Signal wires on met2:
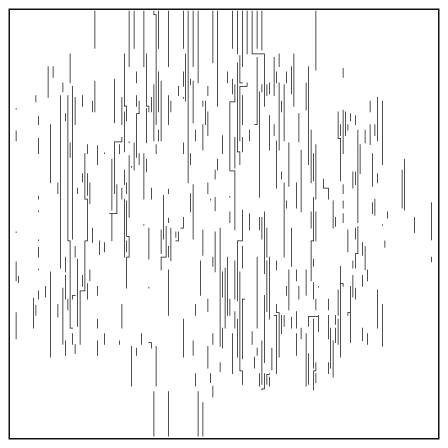
Clock nets:
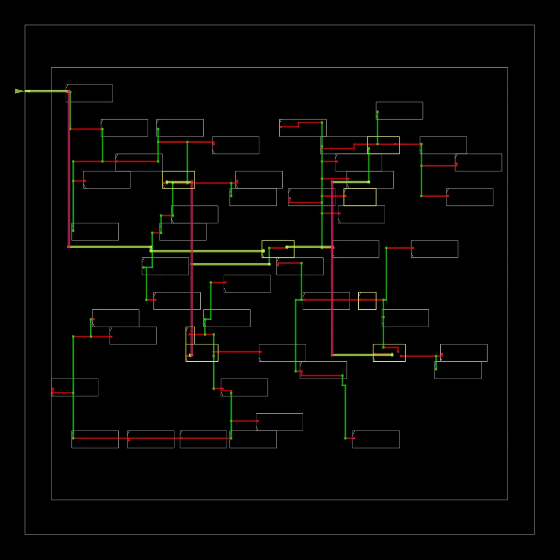
Placed cells, one color a class:
Scale bar: 20 um. Fill, decap, tap and diode cells in gray.
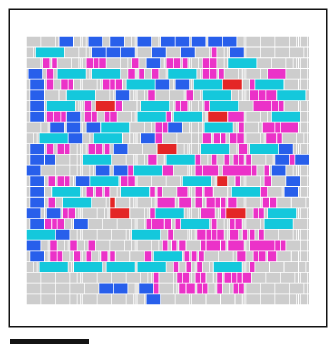
--- src/rtl/dsm_decim_ctrl.sv ---
// dsm_decim_ctrl: CIC decimation sequencer with settle discard and valid/ready output register
module dsm_decim_ctrl #(
    parameter int CIC_W      = 24,
    parameter int CAP_LAT    = 1,
    parameter int SETTLE_CNT = 3
) (
    input  logic             clk,
    input  logic             rst,
    input  logic             en,
    input  logic [1:0]       ratio_sel,
    input  logic [CIC_W-1:0] cic_data,
    output logic             int_en,
    output logic             comb_stb,
    output logic [CIC_W-1:0] out_data,
    output logic             out_valid,
    input  logic             out_ready,
    output logic             settled,
    output logic             overrun
);
    typedef enum logic [1:0] {IDLE, SETTLE, RUN} state_t;
    state_t state, state_nxt;
    logic [1:0]         rsel;
    logic [6:0]         phase, phase_nxt, rmax;
    logic [2:0]         disc;
    logic [CAP_LAT-1:0] pipe;
    logic               act, go, cap, load;
    assign rmax = {rsel == 2'd3, rsel[1], |rsel, 4'hf};
    assign act  = state != IDLE;
    assign go   = act && en;
    assign cap  = pipe[CAP_LAT-1];
    assign load = state == RUN && cap;
    always_ff @(posedge clk) state <= rst ? IDLE : state_nxt;
    always_comb begin
        state_nxt = state;
        phase_nxt = (go && phase != rmax) ? phase + 7'd1 : 7'd0;
        if (!act)
            state_nxt = en ? SETTLE : IDLE;
        else if (!en)
            state_nxt = IDLE;
        else if (state == SETTLE && (disc == 3'(SETTLE_CNT) || (cap && disc + 3'd1 == 3'(SETTLE_CNT))))
            state_nxt = RUN;
    end
    always_ff @(posedge clk) begin
        if (rst) begin
            rsel      <= 2'd0;
            phase     <= 7'd0;
            disc      <= 3'd0;
            pipe      <= '0;
            int_en    <= 1'b0;
            comb_stb  <= 1'b0;
            settled   <= 1'b0;
            out_data  <= '0;
            out_valid <= 1'b0;
            overrun   <= 1'b0;
        end else begin
            phase    <= phase_nxt;
            int_en   <= state_nxt != IDLE;
            comb_stb <= go && phase_nxt == rmax;
            settled  <= state_nxt == RUN;
            pipe     <= go ? CAP_LAT'({pipe, comb_stb}) : '0;
            if (!act && en) begin
                rsel    <= ratio_sel;
                disc    <= 3'd0;
                overrun <= 1'b0;
            end else if (state == SETTLE && cap) begin
                disc <= disc + 3'd1;
            end
            if (load) begin
                out_data  <= cic_data;
                out_valid <= 1'b1;
                if (out_valid && !out_ready) overrun <= 1'b1;
            end else if (out_ready) begin
                out_valid <= 1'b0;
            end
        end
    end
endmodule
--- config.mk ---
export PLATFORM = sky130hd
export DESIGN_NAME = dsm_decim_ctrl
export DESIGN_NICKNAME = d
export VERILOG_FILES = /design/src/rtl/dsm_decim_ctrl.sv
export SDC_FILE = /design/constraint.sdc
export NUM_CORES = 1
export LEC_CHECK = 0
export ABC_AREA = 1
export CELL_PAD_IN_SITES_DETAIL_PLACEMENT = 0
export CELL_PAD_IN_SITES_GLOBAL_PLACEMENT = 1
export CORE_MARGIN = 4
export CORE_UTILIZATION = 36
export CTS_BUF_LIST = sky130_fd_sc_hd__clkbuf_8
export CTS_CLUSTER_SIZE = 30
export DETAILED_ROUTE_END_ITERATION = 8
export PLACE_DENSITY_LB_ADDON = 0.3
export SYNTH_ARGS = -nofsm -noshare
export SYNTH_HDL_FRONTEND = slang
export SYNTH_SLANG_ARGS = --single-unit
export TNS_END_PERCENT = 10
--- constraint.sdc ---
create_clock -name clk -period 4.55 [get_ports clk]
set_clock_uncertainty 0.2 [all_clocks]
set_input_delay 0.91 -clock clk [delete_from_list [all_inputs] [get_ports clk]]
set_output_delay 0.91 -clock clk [all_outputs]
set_load 0.02 [all_outputs]
==> flow_summary_export.csv <==
group,metric,value,unit
layout,non_clock_buffer_count,59,
sta,final.min_clock_period,2.38,ns
synthesis,post-synth-top-area-fraction,47.1,%
clock_network,cts_hold_buf,0,
global_route,grt_remaining_overflow,0,
global_route,grt_start_max_net_pins,33,
floorplan,floorplan.io_pins,59,
global_route,grt_pass1_wl,7.02,mm
global_route,via_count_of_the_first_global_routing_pass,1563,
drt,detailroute.via_count,1698,
layout,insertedDiodeCount,0,
floorplan,die_height,80.1,um
layout,top_cell_excl_fill_tap,"clkdlybuf4s50_1",
layout,biggestRegsByFlops,"out_data: 24 flops, phase: 7 flops, disc: 3 flops",
sta,worst-slew-pin-transition,0.973,ns
global_route,grt_util_met3,5.83,%
worst_setup_path,destination_of_the_critical_timing_path,"overrun",
clock_network,clkTransAtPathRegs,0.08,ns
layout,nNetsFinal,330,
clock_network,cts.root.buffer_cell,"clkbuf_8",
sta,fmaxAchievable,419,MHz
layout,num-nonclk-inverters,19,
pwr,power.share.switching,22.3,%
worst_setup_path,crit_chain,"clkdlybuf4s50_1",
pwr,power_top_consumer,"sequential cells",
synthesis,yosys-top-cells-count,"nand2_1, dfxtp_1, nand3_1",
synthesis,ys_seq_share,47.1,%
min_path,hold_crit_path_type,"reg -> reg",
layout,area.combinational,876,um^2
floorplan,die_w,80.1,um
layout,largest_register_ffs,24,
layout,nonClkBufAreaFrac,22.7,%
worst_setup_path,reg2reg_slack,2.43,ns
synthesis,xor_share,0.936,%
outcome,status,"completed",
pwr,vdd.ir_drop.worst,0.161,mV
layout,fin_cells,364,
synthesis,synthTopCellsByArea,"dfxtp_1, nand2_1, nand3_1, a21oi_1, inv_1",
synthesis,synthesis.area,1870,um^2
Notes on 'signal wires on met2' above:
The layer carries 1940 um of wire. The layer holds 44% of the routed length. The longest straight run is 32.3 um. The wires run mostly vertical.

Notes on 'clock nets' above:
Clock buffer cells: 6
later-pin clock latency in the skew report: 0.30 ns
# clock sinks: 44
number of buffers created by CTS: 5

Notes on 'placed cells, one color a class' above:
Key: blue = other buffers and delay cells [cells 59]; red = clock drivers and dummy loads [cells 8]; cyan = flip-flops [cells 44]; magenta = all other logic [cells 186]
core area: 4880 um^2
area of all placed cells without fillers: 2590 um^2
Row Count: 25

Power is estimated from default activity; no workload was simulated.
